Design pc_sequencer, sky130hd; sources not shown.
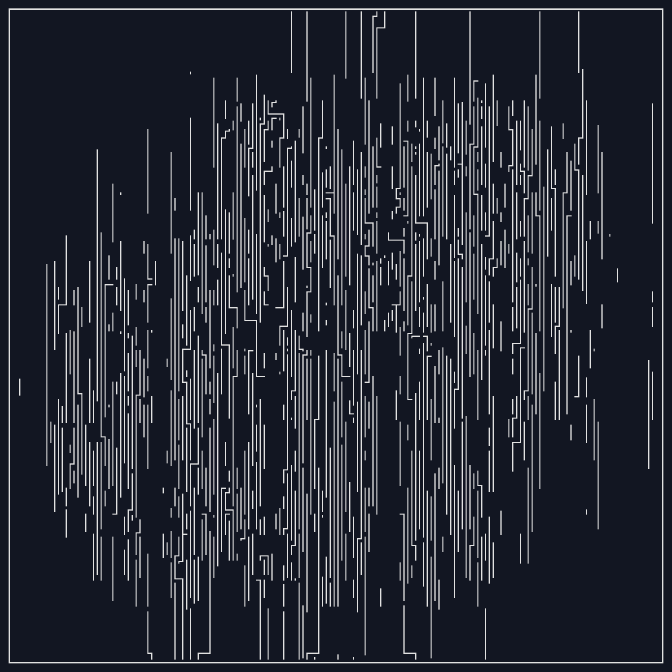
Fig. 1. The metal 2 layer (run 1).
wire length on this layer: 4160 microns
longest straight run: 29.7 microns
main direction: vertical
nets with wire on the layer: 404
share of all routed wire: 51%
met2 Use GR: 44.82%
Total Routed Length: 8.221 mm
total via count after detailed routing: 2764

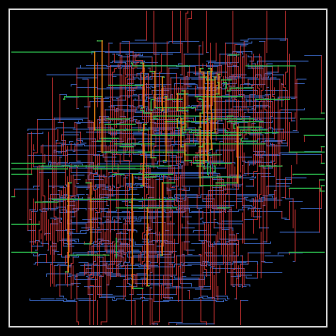
Fig. 2. Signal wires by layer (run 1).
[green] met3 | wire length: 627 microns
[blue] met1 | wire length: 3080 microns
[orange] met4 | wire length: 358 microns
[red] met2 | wire length: 4160 microns
overall track demand over capacity in global routing: 24.85%
routed length per placed instance: 17.34 microns

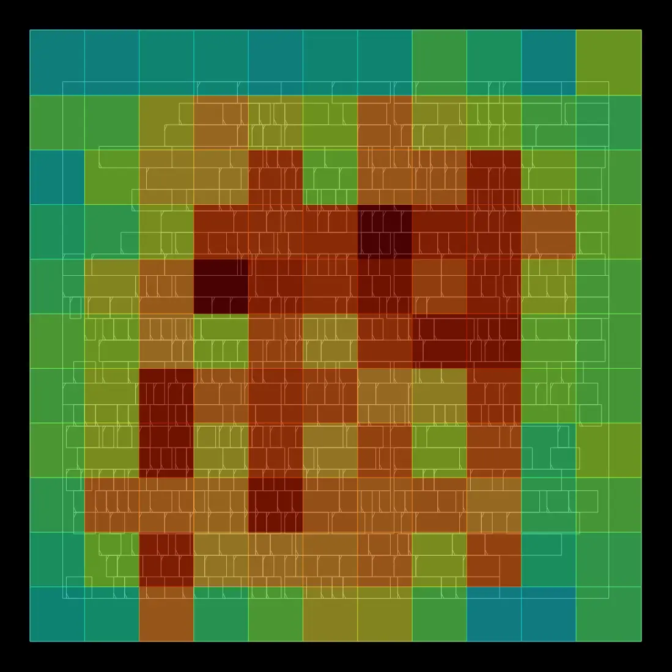
Fig. 3. Routing congestion map (run 1).
core utilization of the finished layout: 80.94%
met1 Use GR: 28.51%
global routing met3 resource utilization: 4.918%
most crowded layer after global routing: met2

==> notes.md, run 1 <==
Update from the flow run.

The number of distinct standard cells referenced by the synthesized netlist is 34. The most common logic cells in the final layout are 81 x nand2_1, 48 x buf_4, 29 x inv_1, 27 x dfrtp_1, 25 x nand2_2. Per the breakdown, switching nets consume 48.73% of all power. Per the cell usage report, the commonest logic cell in the layout is nand2_1. The internal portion of the total power is 2.363 mW. The fraction of the mapped netlist area in compound gates is ~11%. For this run, the leading register cell type out of synthesis is dfrtp_1.

The cell count after placement is 460. The clock-net power is 0.657 mW. The final count of negative-setup-slack endpoints is 15.

The pin closest to its max-slew limit shows a slew of roughly 470 ps. Adding up every negative setup slack in the final design gives -1143 ps. The flow reported a cell area power density of 1264 mW/mm^2.

The global-route wire length before repair is ~12 mm. The largest combinational cell category by area is simple AND/OR/NAND/NOR gates. The final reports fail on setup timing. The CTS H-tree depth is 2.

The net count after synthesis is 346. The layout has just under 100 buffers outside the clock class. Data on the critical path arrives at its endpoint at approximately 2100 ps. Ranked by total cell area, the synthesized netlist is headed by dfrtp_1 33%, nand2_1 17%, ha_1 6.1%.

The fraction of final cell area spent on clock buffers and inverters in this run is 2.608%. The largest part of the power goes to combinational logic. The synthesized design contains 0 enable-type register cells. According to the I/O placement log, the pin count is 43. The average footprint of a synthesized cell is 7.068 sq um. The script extracted a net switching power of ~2.2 mW. The routed design uses 4.157 mm of met2 wire. The tree built by TritonCTS fans out to 30 sinks. The fraction of synthesis flops using an asynchronous set or reset pin is 100.0%. The kind of capture point of the worst setup path is a register. In this run the static leakage power is 1.843 nW. Setup repair after global routing could not meet its margin everywhere. Between the synthesized netlist and the finished layout, the area growth was recorded as 61.71%. The count of max-cap constraint violations is 0. The height of the die is 77.26 microns. The finished design was reported to have a net count of 448.

The share of the cycle needed by the critical path after routing is 116.3%. The count of tool warnings is 29. Entering global routing, the biggest net connects 31 pins. Among all cell classes, the greatest summed area belongs to logic gates. The post-synthesis simple-gate area fraction is 37.24%. Synthesis inferred 30 register bits. The share of total power dissipated in combinational logic is between 60% and 70%. The setup slack of the worst register-to-register path is -110 ps. The final cell count without fillers is around 470. After synthesis, the chip area reported by Yosys is 0.002255 sq mm. The filler cells instantiated in the layout total 246.

The core region is about 0.0045 sq mm. The floorplan utilization is roughly half. Counting I/O delays and the setup requirement, the final critical path takes 1873 ps. Signal routing reaches up to met4. On the reported timing paths, the clock transition at the registers reads about 80 ps. Buffers outside the clock tree occupy 27.25% of the routed design's cell area. The post-place instance area is just over 0.003 sq mm. The initial antenna violation count is 0. The floorplan die width is 77.26 microns. The run finished, with violations left. The remaining routing DRC violations is 0.

The count of instantiated cells in the yosys netlist is 319. The final timing report gives a worst setup slack of -262.5 ps. The maximum frequency from static timing analysis is 0.5340 GHz. The TritonCTS clock tree is done. For reference, the placement row count at floorplan is 24. Summed over all combinational cells, the power is 2.87 mW. The number of flip-flops under the largest register name is 16. dfrtp_1 takes more of the synthesized area than any other cell. The post-synthesis share of cell area spent on full adders, half adders and majority gates is 6.992%. The tightest hold path in the finished design has a slack of approximately 340 ps. The logic gate fraction of the total cell area is between 40 and 50%. In the final layout, flip-flops and latches occupy 754.5 sq um. VDD sags by at most 0.001005 V. The congestion estimate from routability-driven global placement came to 0.9051.

The layout summary lists the proportion of cells stronger than drive strength 1 as 44.08%. The sequential cell area fraction in the yosys report is 33.30%. The clock buffer count in the final layout is 6. The top cell type by area accounts for 33.30% of the synthesized area. The area fraction in xor and xnor cells is 2.719%.

The critical path is of the in2reg type. After routing the design area is 0.003646 sq mm. Counting endpoints that fail hold in the final report gives 0. In this run the full chip footprint comes out at 0.005969 sq mm.

Per the final report, max-transition violations number 0. In the routed layout, each cell is associated on average with a via count of 5.831. The total overflow left after global routing is 0.

Detailed-route iteration 0 reported a violation count of 354. The synthesized netlist handed to floorplanning was reported with a cell count of around 320. For this run the top cell type by instance count after synthesis was nand2_1. The count of input and output buffers is 42. The minimum setup slack after placement is -1149 ps. The routed length on met3 is around 630 microns. The number of global-route vias before repair is about 2700.
run 1: cell families (layout without fill, tap and decap cells):
group / after synthesis / count (layout)
buffers and inverters: 45 / 148
xor gates and xnor gates: 7 / 7
AOI/OAI and AO/OA: 39 / 39
and+or+nand+nor: 186 / 186
DFF: 30 / 30
adders and majority gates: 12 / 12
run 1: critical path, cell delays in order:
cell,delay [ps]
buf_12,120
inv_12,40
ha_4,110
inv_2,40
nor3_4,140
nor2_4,60
nor3_2,140
o21ai_1,80
a21oi_1,140
ha_1,290
nand2_1,110
nand2_2,80
a21oi_2,150
nand3_2,90
inv_1,60
nand2_1,40
nand3_1,60
nand2_1,40
run 1: repair_timing:
item	CTS	global route
pin swaps	64	18
hold buffers	0	0
setup buffers	4	2
endpoints found under the setup margin	43	45
gates resized	132	25
## Run 2: what changed since run 1
- CORE_ASPECT_RATIO: not set -> 0.8
- CTS_CLUSTER_DIAMETER: not set -> 100
- SKIP_LAST_GASP: not set -> 1
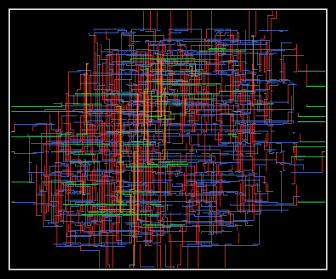
Fig. 4. Signal wires by layer (run 2).
[blue] met1 | wire length: 3190 microns
[green] met3 | wire length: 585 microns
[orange] met4 | wire length: 245 microns
[red] met2 | wire length: 3740 microns
Total Routed Length: 7.764 mm
overall track demand over capacity in global routing: 23.76%
routed length per placed instance: 15.81 microns
total via count after detailed routing: 2699

==> notes.md, run 2 <==
Update from the flow run.

The relative slew slack is a little over three fifths. The detailed-routing iteration count for the pre-antenna-repair pass is 5. The summed negative setup slack over all endpoints is -2609 ps. The number of buffers and inverters on the critical path is 3. The internal power component is ~2.3 mW. Relative to the synthesized area, the layout overhead comes to 56.44%.

Among all stages on the critical path, the largest delay is contributed by ha_1. The core region is ~0.0046 sq mm. The combinational power reported by the tool is 2.72 mW. Once placement completed, the tool counted placed cells totaling 475.

Per the run summary, max-cap violations total 0. The arrival time of data at the critical path endpoint is 2180 ps. The depth of the critical timing path with buffers and inverters included is 16. The clock network power reported by the tool is between 0.6 and 0.7 mW. Summed over all nets, the half-perimeter wirelength after detailed placement is 4.849 mm. Overall power consumption after layout is estimated at 4.407 mW. Per the synthesis report, the XOR/XNOR share of the synthesized area is 2.719%. The average footprint of a synthesized cell is 7.068 sq um. 43 I/O pins were placed. The floorplan utilization is 48.76%. The share of the cycle needed by the critical path after routing is 124.1%.

The leading power group is combinational logic. The final critical path time including I/O delays and setup is 1998 ps. The floorplan die width is 85.44 microns. The end-of-flow core utilization is 76.27%. The TritonCTS clock tree is done. The total inserted antenna cells is 0. The kind of capture point of the worst setup path is a register. The critical path goes through buf_8 > inv_12 > ha_4 > inv_4 > nor3_4 > nor2_4 > o21ai_0 > a21oi_1 > ha_1 > nand2_2 > nor2_1 > nand3_2 > nand3_2 > nand3_1 > nand3_1 > nand2_1. The logic area is 0.001498 sq mm. Entering global routing, the biggest net connects 31 pins. The post-synthesis mux area share is 0%. Switching power as a fraction of the total was reported as 47.90%. TritonCTS created 5 clock buffers. The remaining routing DRC violations is 0. The flow ran to the end, but the final reports show violations. After layout, the setup clock skew is reported as 6.520 ps. Ranked by instance count, the synthesized netlist is headed by 104 x nand2_1, 34 x inv_1, 30 x dfrtp_1, 29 x nor2_1, 24 x nand3_1. During synthesis, Yosys emitted a total of 6 warnings. The cell-mix breakdown from Yosys lists the adder-cell area share as 6.992%. STA classifies the critical path startpoint as an input port. The final-stage net count is 457.

The critical path maximum fanout is 4. The minimum hold slack is ~340 ps. The number of global-route vias before repair came to 2443. The most instantiated flip-flop cell in the synthesis netlist is dfrtp_1. Per report_power, the combinational group accounts for 61.7% of the total. The detailed-route vias per instance is 5.497. The count of tool warnings is 29. For this run the top cell type by instance count after synthesis was nand2_1. The synthesized netlist was found by Yosys to have between 300 and 400 cells. The die covers 0.005976 sq mm. The cell count of the worst reg-to-reg path is 11. The final reports fail on setup timing.

Counting every net in the synthesized netlist gives 346. At the end of routability-driven placement, the weighted congestion stood at 0.9146. Leaving out fill and tap cells, the most frequent cell in the layout is nand2_1. Per STA, the worst path accumulates the most delay in the family simple AND/OR/NAND/NOR gates. The worst-case reg-to-reg setup slack stands at -150 ps. The final cell count without fillers is 491. The global-route wire length before repair is approximately 11 mm. The clock drives 30 sinks. Setup repair after global routing could not meet its margin everywhere.

Hold-check failures listed in the final report amount to 0. The critical path class is in2reg. The yosys stat chip area is 0.002255 sq mm. Per the cell usage report, the commonest logic cells after layout are 95 x nand2_1, 81 x buf_4, 28 x dfrtp_1, 26 x inv_1, 23 x nand3_1. The storage element area is 753.2 sq um. The height of the die is 69.95 microns. The largest combinational cell category by area is simple AND/OR/NAND/NOR gates. The count of filler cells inserted in the layout is 320. The share of Yosys cell area claimed by the top area cell type is 33.30%.

The post-synthesis simple-gate area fraction is 37.24%. The cell type that accounts for the most area after synthesis is dfrtp_1. VDD sags by at most about 0.0011 V. In this run the power density over the cells is 1250 mW/mm^2. The final timing report lists a max-slew violation count of 0. The count of input and output buffers is 42. The end-of-flow timing check tallies setup violations at 22. On the reported timing paths, the clock transition at the registers reads 60 ps.

The required arrival time at the worst endpoint is approximately 1800 ps. The initial antenna violation count was 0. CTS built an H-tree with a depth of 2. The detailed router finished its first iteration with 356 violations. The final design instance area without fill is between 0.003 and 0.004 sq mm. The maximum buffer depth of the clock tree is 2. The fraction of the mapped netlist area in compound gates is 11.10%. The minimum setup slack after placement is -1190 ps.

The share of cells above drive strength 1 is 40.14%. The total number of placement rows is 22. On the worst path, the slowest cell contributes a delay of 340 ps. The synthesized area is roughly 0.0023 sq mm. The worst setup margin is -387.7 ps. The register with the most flip-flops in the layout has 16 of them.

The switching power total is between 2 and 2.5 mW. In this run, synthesis produced a sequential element count of 30. In the Yosys stats the netlist draws on 34 distinct library cells.

The share of the Yosys chip area taken by registers is 33.30%. The residual overflow from global routing is 0. The leakage component of the power was reported as 1.829 nW. The post-synth count of flops with an enable pin is 0. Detailed placement reports a standard cell area of 0.003198 sq mm.

The slew at the pin with the worst max-slew slack is between 500 and 600 ps. The power dissipated in sequential cells is 1.06 mW. Counting every instance in the synthesized netlist gives 319. Per the synth stats, the proportion of register bits with asynchronous set or reset is 100.0%. The maximum frequency from static timing analysis is 0.5006 GHz. Yosys attributes the largest share of cell area to dfrtp_1 33%, nand2_1 17%, ha_1 6.1%.
## run 2: cell counts after synthesis
No cell type changed its count.
## run 2: repair_timing
item,4_1_cts,5_1_grt
setup endpoints to repair,42,43
gates resized,71,18
pin swaps,33,7
hold buffers,0,0
setup buffers,7,1
## run 2: routing by layer
metal | vias to the layer above | track usage, % | part of all wire [%]
li1 | 1250 | - | -
met1 | 1274 | 32.60 | 41
met2 | 142 | 38.53 | 48
met3 | 33 | 4.363 | 7.5
met4 | 0 | 5.975 | 3.1
met5 | - | 0 | 0
## run 2: cell type report
type                            instances  share of cell area, %
Clock buffer                            7                  2.448
Tap cell                               60                  2.128
Inverter                               41                  5.286
Clock inverter                          1                 0.1419
Sequential cell                        30                  21.36
Multi-Input combinational cell        244                  42.46
Timing Repair Buffer                  108                  26.18
Power and IR drop assume default switching activity.
